**src/rtl/cpu_pkg.sv**
```systemverilog
// Shared CPU definitions: default instruction/address widths, the NOP encoding
// and the instruction-memory controller state encoding.
package cpu_pkg;

  localparam int INST_W      = 32;
  localparam int IMEM_ADDR_W = 6;

  localparam logic [INST_W-1:0] NOP_INST = 32'h0000_0000;

  typedef enum logic [1:0] {
    IMEM_BOOT = 2'd0,
    IMEM_IDLE = 2'd1,
    IMEM_WAIT = 2'd2
  } imem_state_e;

  // Width of the fetch wait-state counter; WAIT_CYC must fit (0..15).
  localparam int IMEM_WAIT_W = 4;

endpackage

```
**src/rtl/inst_mem_ctrl_if.sv**
```systemverilog
// Fetch (request/valid) and program-load bus between a CPU core and inst_mem_ctrl.
// master = core side, slave = memory side.
interface inst_mem_ctrl_if
  import cpu_pkg::*;
#(
  parameter int ADDR_W = IMEM_ADDR_W,
  parameter int DATA_W = INST_W
);

  logic              if_req;
  logic [ADDR_W-1:0] if_addr;
  logic              if_rdy;
  logic              if_valid;
  logic [DATA_W-1:0] if_inst;

  logic              ld_we;
  logic [ADDR_W-1:0] ld_addr;
  logic [DATA_W-1:0] ld_data;
  logic              ld_rdy;

  modport master (
    output if_req, if_addr, ld_we, ld_addr, ld_data,
    input  if_rdy, if_valid, if_inst, ld_rdy
  );

  modport slave (
    input  if_req, if_addr, ld_we, ld_addr, ld_data,
    output if_rdy, if_valid, if_inst, ld_rdy
  );

endinterface

```
**src/rtl/inst_mem_ctrl_imem_array.sv**
```systemverilog
// Plain block-RAM style storage: one write port, one registered read port.
// A same-edge read and write to one address returns the old word.
module imem_array #(
  parameter int ADDR_W = 6,
  parameter int WORD_W = 32
) (
  input  logic              clk,
  input  logic              we,
  input  logic [ADDR_W-1:0] waddr,
  input  logic [WORD_W-1:0] wdata,
  input  logic              re,
  input  logic [ADDR_W-1:0] raddr,
  output logic [WORD_W-1:0] rdata
);

  localparam int DEPTH = 2 ** ADDR_W;

  logic [WORD_W-1:0] mem [0:DEPTH-1];

  always_ff @(posedge clk) begin
    if (we) begin
      mem[waddr] <= wdata;
    end
    if (re) begin
      rdata <= mem[raddr];
    end
  end

endmodule

```
**src/rtl/inst_mem_ctrl.sv**
```systemverilog
// Synchronous instruction memory with boot-clear, program-load port and a
// wait-state fetch handshake. Define IMEM_PARITY_EN to store and check even parity.
module inst_mem_ctrl
  import cpu_pkg::*;
#(
  parameter int                ADDR_W   = IMEM_ADDR_W,
  parameter int                DATA_W   = INST_W,
  parameter int                WAIT_CYC = 0,
  parameter logic [DATA_W-1:0] NOP_WORD = NOP_INST
) (
  input  logic           clk,
  input  logic           rst_n,
  inst_mem_ctrl_if.slave bus,
  output logic           busy,
  output logic           par_err
);

  localparam int DEPTH = 2 ** ADDR_W;
`ifdef IMEM_PARITY_EN
  localparam int MEM_W = DATA_W + 1;
`else
  localparam int MEM_W = DATA_W;
`endif

  imem_state_e             state_reg, state_next;
  logic [ADDR_W-1:0]       clr_cnt_reg, clr_cnt_next;
  logic [IMEM_WAIT_W-1:0]  wait_cnt_reg, wait_cnt_next;
  logic [ADDR_W-1:0]       addr_reg, addr_next;
  logic                    if_valid_reg;
  logic                    inst_seen_reg;

  logic                    mem_we;
  logic [ADDR_W-1:0]       mem_waddr;
  logic [DATA_W-1:0]       mem_wdata;
  logic [MEM_W-1:0]        mem_wword;
  logic                    rd_en;
  logic [ADDR_W-1:0]       rd_addr;
  logic [MEM_W-1:0]        rd_word;

  always_ff @(posedge clk or negedge rst_n) begin
    if (!rst_n) begin
      state_reg     <= IMEM_BOOT;
      clr_cnt_reg   <= '0;
      wait_cnt_reg  <= '0;
      addr_reg      <= '0;
      if_valid_reg  <= 1'b0;
      inst_seen_reg <= 1'b0;
    end else begin
      state_reg     <= state_next;
      clr_cnt_reg   <= clr_cnt_next;
      wait_cnt_reg  <= wait_cnt_next;
      addr_reg      <= addr_next;
      if_valid_reg  <= rd_en;
      if (rd_en) begin
        inst_seen_reg <= 1'b1;
      end
    end
  end

  always_comb begin
    state_next    = state_reg;
    clr_cnt_next  = clr_cnt_reg;
    wait_cnt_next = wait_cnt_reg;
    addr_next     = addr_reg;
    mem_we        = 1'b0;
    mem_waddr     = bus.ld_addr;
    mem_wdata     = bus.ld_data;
    rd_en         = 1'b0;
    rd_addr       = bus.if_addr;

    case (state_reg)
      IMEM_BOOT: begin
        mem_we       = 1'b1;
        mem_waddr    = clr_cnt_reg;
        mem_wdata    = NOP_WORD;
        clr_cnt_next = clr_cnt_reg + 1'b1;
        if (clr_cnt_reg == ADDR_W'(DEPTH - 1)) begin
          state_next = IMEM_IDLE;
        end
      end

      IMEM_IDLE: begin
        mem_we = bus.ld_we;
        if (bus.if_req) begin
          addr_next = bus.if_addr;
          if (WAIT_CYC == 0) begin
            rd_en = 1'b1;
          end else begin
            state_next    = IMEM_WAIT;
            wait_cnt_next = IMEM_WAIT_W'(WAIT_CYC);
          end
        end
      end

      IMEM_WAIT: begin
        // The fetch is committed once accepted; if_req is not looked at here.
        mem_we        = bus.ld_we;
        rd_addr       = addr_reg;
        wait_cnt_next = wait_cnt_reg - 1'b1;
        if (wait_cnt_reg == IMEM_WAIT_W'(1)) begin
          rd_en      = 1'b1;
          state_next = IMEM_IDLE;
        end
      end

      default: begin
        state_next = IMEM_BOOT;
      end
    endcase
  end

`ifdef IMEM_PARITY_EN
  assign mem_wword = {^mem_wdata, mem_wdata};
`else
  assign mem_wword = mem_wdata;
`endif

  imem_array #(
    .ADDR_W (ADDR_W),
    .WORD_W (MEM_W)
  ) u_array (
    .clk   (clk),
    .we    (mem_we),
    .waddr (mem_waddr),
    .wdata (mem_wword),
    .re    (rd_en),
    .raddr (rd_addr),
    .rdata (rd_word)
  );

  assign busy         = (state_reg == IMEM_BOOT);
  assign bus.ld_rdy   = (state_reg != IMEM_BOOT);
  assign bus.if_rdy   = (state_reg == IMEM_IDLE);
  assign bus.if_valid = if_valid_reg;
  // The array read register is not reset, so present NOP until the first fetch.
  assign bus.if_inst  = inst_seen_reg ? rd_word[DATA_W-1:0] : NOP_WORD;

`ifdef IMEM_PARITY_EN
  logic par_bad;
  logic par_err_reg;

  assign par_bad = if_valid_reg && (^rd_word);

  always_ff @(posedge clk or negedge rst_n) begin
    if (!rst_n) begin
      par_err_reg <= 1'b0;
    end else if (par_bad) begin
      par_err_reg <= 1'b1;
    end
  end

  assign par_err = par_err_reg | par_bad;
`else
  assign par_err = 1'b0;
`endif

endmodule

```
**src/flat_wrapper.sv**
```systemverilog
// flat-port wrapper written by rule: the top's interface ports become plain ports
module inst_mem_ctrl_flat import cpu_pkg::*;
#(
  parameter int                ADDR_W   = IMEM_ADDR_W,
  parameter int                DATA_W   = INST_W,
  parameter int                WAIT_CYC = 0,
  parameter logic [DATA_W-1:0] NOP_WORD = NOP_INST
)
  (clk, rst_n, busy, par_err, bus_if_req, bus_if_addr, bus_ld_we, bus_ld_addr, bus_ld_data, bus_if_rdy, bus_if_valid, bus_if_inst, bus_ld_rdy);
  inst_mem_ctrl_if #(.ADDR_W(ADDR_W), .DATA_W(DATA_W)) bus_i ();
  input  logic clk;
  input  logic rst_n;
  output logic busy;
  output logic par_err;
  input wire logic [$bits(bus_i.if_req)-1:0] bus_if_req;
  input wire logic [$bits(bus_i.if_addr)-1:0] bus_if_addr;
  input wire logic [$bits(bus_i.ld_we)-1:0] bus_ld_we;
  input wire logic [$bits(bus_i.ld_addr)-1:0] bus_ld_addr;
  input wire logic [$bits(bus_i.ld_data)-1:0] bus_ld_data;
  output wire logic [$bits(bus_i.if_rdy)-1:0] bus_if_rdy;
  output wire logic [$bits(bus_i.if_valid)-1:0] bus_if_valid;
  output wire logic [$bits(bus_i.if_inst)-1:0] bus_if_inst;
  output wire logic [$bits(bus_i.ld_rdy)-1:0] bus_ld_rdy;
  assign bus_i.if_req = bus_if_req;
  assign bus_i.if_addr = bus_if_addr;
  assign bus_i.ld_we = bus_ld_we;
  assign bus_i.ld_addr = bus_ld_addr;
  assign bus_i.ld_data = bus_ld_data;
  assign bus_if_rdy = bus_i.if_rdy;
  assign bus_if_valid = bus_i.if_valid;
  assign bus_if_inst = bus_i.if_inst;
  assign bus_ld_rdy = bus_i.ld_rdy;
  inst_mem_ctrl #(.ADDR_W(ADDR_W), .DATA_W(DATA_W), .WAIT_CYC(WAIT_CYC), .NOP_WORD(NOP_WORD)) u_core (.clk(clk), .rst_n(rst_n), .bus(bus_i), .busy(busy), .par_err(par_err));
endmodule
```
**config.mk**
```make
export PLATFORM = sky130hd
export DESIGN_NAME = inst_mem_ctrl_flat
export DESIGN_NICKNAME = d
export VERILOG_FILES = /design/src/rtl/cpu_pkg.sv /design/src/rtl/inst_mem_ctrl_if.sv /design/src/rtl/inst_mem_ctrl_imem_array.sv /design/src/rtl/inst_mem_ctrl.sv /design/src/flat_wrapper.sv
export SDC_FILE = /design/constraint.sdc
export NUM_CORES = 2
export LEC_CHECK = 0
export CAP_MARGIN = 10
export CORE_ASPECT_RATIO = 0.75
export CORE_UTILIZATION = 62
export DETAILED_ROUTE_END_ITERATION = 16
export PLACE_DENSITY_LB_ADDON = 0.12
export SYNTH_ARGS = -nofsm -noshare
export SYNTH_HDL_FRONTEND = slang
export SYNTH_HIERARCHICAL = 1
export SYNTH_SLANG_ARGS = --single-unit
```
**constraint.sdc**
```tcl
create_clock -name clk -period 5.1 [get_ports clk]
set_input_delay 1.02 -clock clk [delete_from_list [all_inputs] [get_ports clk]]
set_output_delay 1.02 -clock clk [all_outputs]
set_load 0.005 [all_outputs]
```
==> images/pinout.png <==
Drawn at 1 px/um. Pins as bars across the die edge, other pins in gray.
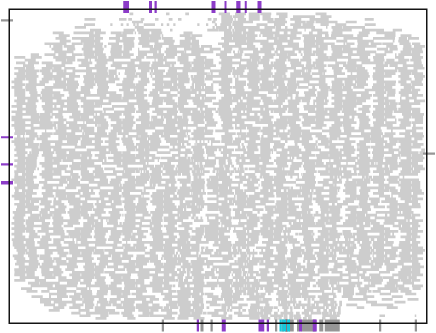
port	color	pins	direction	edge
bus_if_inst	purple	32	output	16 top, 12 bottom, 4 left
busy	red	1	output	bottom
bus_ld_addr	cyan	6	input	bottom
all pins by edge	63 bottom, 16 top, 5 left, 1 right
Die Wd: 416 um
die height: 313 um

==> images/placed.png <==
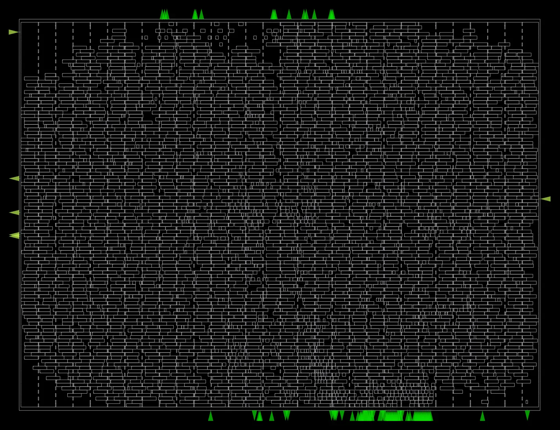
Rows: 113
core footprint: 127000 um^2
final core occ: 0.706
Well Taps: 1667

==> images/layers.png <==
Drawn at 1 px/um. Only two layers are drawn.
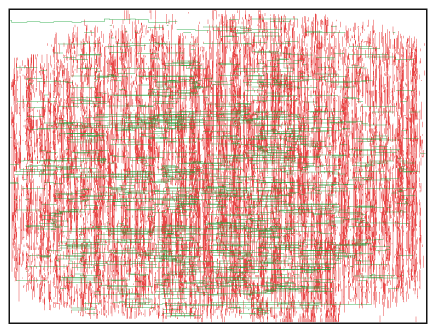
layer	color	wire length
M2	red	97.8 mm
M3	green	22.5 mm
DRT Wirelength: 202 mm
WL/cell: 36.6 um

==> images/port_trees.png <==
Drawn at 1 px/um.
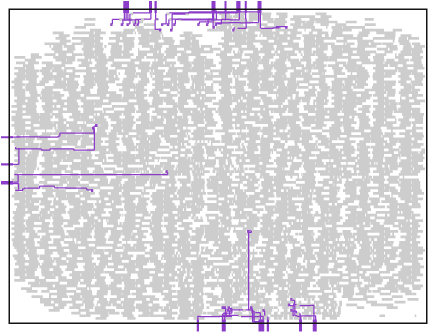
port	color	bits	direction	end cells	buffers	wire
bus_if_inst	purple	32	output	32	32	1610 um
I/O pins: 85
Buffers on Ports: 83

==> qor.txt <==
Initial antenna violation count -> 11
Final Setup Violations -> 0
RSZ-0062 raised after global routing -> false
Post-CTS Hold Buffers -> 0
Root buffer cell -> clkbuf_16
Max Cap Violations -> 0
Setup Skew -> 0.0294 ns
Leakage power -> 22.7 nW
Tool warning count -> 30
Pre-Place Util -> 0.627
Yosys Instances -> 3432
Seq share, synth -> 0.786
Top cells by count -> edfxtp_1, mux4_2, nor2_1
Worst setup SP type -> input port
Synthesized instance count -> 3432
Slew margin rel. -> 0.158
FFs w/ async S/R, synth -> 0.00431
CTS sink count -> 2089
Hold Fails Final Rpt -> 0
Critical Path AT -> 4.10 ns
GR met1 Demand/Resource -> 0.464
Worst-margin pin slew -> 1.26 ns
Ys flops -> 2089
Overflow after GRT -> 0
H-tree depth -> 4
DRT antenna net count -> 0
Tmin final -> 3.56 ns
Drt drc -> 0
Synthesis Warnings -> 6
Cell area leaders -> edfxtp_1, mux4_2, mux2i_1
Layout cell share with drive strength beyond 1 -> 0.286
Crit-path max cell delay -> 0.65 ns
Max Root-Sink Buffers -> 3
Non-filler instance count after layout -> 5523
Via density -> 6.99
CP max FO -> 107
Area leader share -> 0.783
Min-Delay Path Class -> reg -> reg
Seq pwr share -> 0.563
Syn Nets -> 3481
VDD IR max -> 0.378 mV
Chip area -> 130000 um^2
Grt met3 use -> 0.0579
Largest net degree at the start of global routing -> 108
Req. time, crit path -> 5.64 ns
Internal -> 0.0265 W
Cell taking the most area after synthesis -> edfxtp_1
Synthesized cell area -> 79700 um^2
Main flop type -> edfxtp_1
Fin nets -> 3749
Fillcell total -> 7308
CTS clk-pin slew, worst paths -> 0.06 ns
TritonCTS clock tree -> done
Setup bufs post-CTS -> 0
EDFF count, synth -> 2080
Worst skew pair latency -> 0.82 ns
Sw frac -> 0.197
Crit path kind -> in -> reg
Gr busiest metal -> met2
Post-Route Setup TNS -> 0 ns
Routing usage on met2 -> 0.497
Hpwl dp -> 115 mm
Yosys cell types -> 43
Vias in the first global route -> 38800
First-pass GRT wire length -> 286 mm
Outcome -> completed
Area growth syn-to-layout -> 12.6%
Worst Path Buf+Inv -> 3
Worst setup EP type -> flip-flop
layout make-up:
| class | count | area, um^2 | area share |
|---|---|---|---|
| Sequential cell | 2089 | 62700 | 0.698 |
| Multi-Input combinational cell | 1151 | 16600 | 0.185 |
| Clock buffer | 231 | 4910 | 0.0547 |
| Timing Repair Buffer | 271 | 2520 | 0.0280 |
| Tap cell | 1667 | 2090 | 0.0232 |
| Clock inverter | 110 | 941 | 0.0105 |
| Antenna cell | 3 | 7.51 | 0.0000836 |
| Inverter | 1 | 3.75 | 0.0000418 |
final timing paths:
path | depth (start not counted) | slack [ns] | endpoint | from
worst max register to register | 5 | 1.76 | u_core/u_array/mem[2][30] | u_core/state_reg[0]
worst min-delay path | 1 | 0.51 | u_core/clr_cnt_reg[5] | u_core/clr_cnt_reg[5]
min in group asynchronous | 1 | 0.53 | u_core/clr_cnt_reg[1] | rst_n
worst min register to register | 1 | 0.51 | u_core/clr_cnt_reg[5] | u_core/clr_cnt_reg[5]
max in group asynchronous | 1 | 4.26 | u_core/clr_cnt_reg[3] | rst_n
worst max-delay path | 8 | 1.54 | u_core/u_array/rdata[31] | bus_if_addr[1]
power groups by stage:
stage	registers [W]	clock network (W)	logic [W]
after floorplan	0.0190	0	0.000488
after global placement	0.0190	0	0.000745
after detailed placement	0.0190	0	0.000754
after CTS	0.0186	0.0138	0.000757
after global routing	0.0186	0.0144	0.000785
final	0.0186	0.0137	0.000756
through the flow:
step	hold WS [ns]	instance area, um^2	setup WS, ns
after floorplan	0.460	79700	0.664
after detailed placement	0.490	83900	0.864
after CTS	0.502	89800	1.50
final	0.507	89800	1.54
after global routing	0.545	89800	1.43
after global placement	0.476	83900	0.920
layout by cell type (no fill, tap or decap), types with 5 or more instances in the layout:
cell,netlist,layout
mux2i_1,93,93
and2_1,67,34
o22ai_1,84,84
inv_6,0,8
o221ai_1,27,27
clkdlybuf4s50_1,0,79
nor2_4,0,62
nor3_1,7,5
a311oi_1,8,8
nor2b_1,15,15
bufinv_16,0,16
mux2_2,7,7
clkinv_1,0,47
nand3_1,6,6
and2_2,0,32
nand2_1,29,29
nand3b_1,5,5
nor2_1,137,75
clkbuf_1,77,41
nand2b_1,9,8
buf_4,27,168
clkbuf_16,0,190
mux4_2,544,544
clkinv_2,0,35
a22oi_1,12,12
buf_12,0,21
a21oi_1,62,62
dfrtp_1,9,9
edfxtp_1,2080,2080
per-layer routing:
metal / wire length [um] / share of wire
met3: 22500 / 0.11
met2: 97800 / 0.48
met5: 13 / 0.000064
met4: 6290 / 0.031
met1: 75800 / 0.37
logic make-up (layout without fill, tap and decap cells):
| kind of cell | Yosys count | in the layout | share of synthesized area |
|---|---|---|---|
| adder cells (fa/ha/maj) | 1 | 1 | 0.000157 |
| AND-OR/OR-AND | 203 | 203 | 0.0165 |
| multiplexers | 644 | 644 | 0.166 |
| buffers and inverters | 192 | 613 | 0.0118 |
| AND/OR/NAND/NOR | 297 | 297 | 0.0184 |
| XOR/XNOR | 5 | 5 | 0.000549 |
| other | 1 | 4 | 0.0000470 |
| flip-flops | 2089 | 2089 | 0.786 |
Power figures rest on the tool's default switching activity, not on a simulated workload.
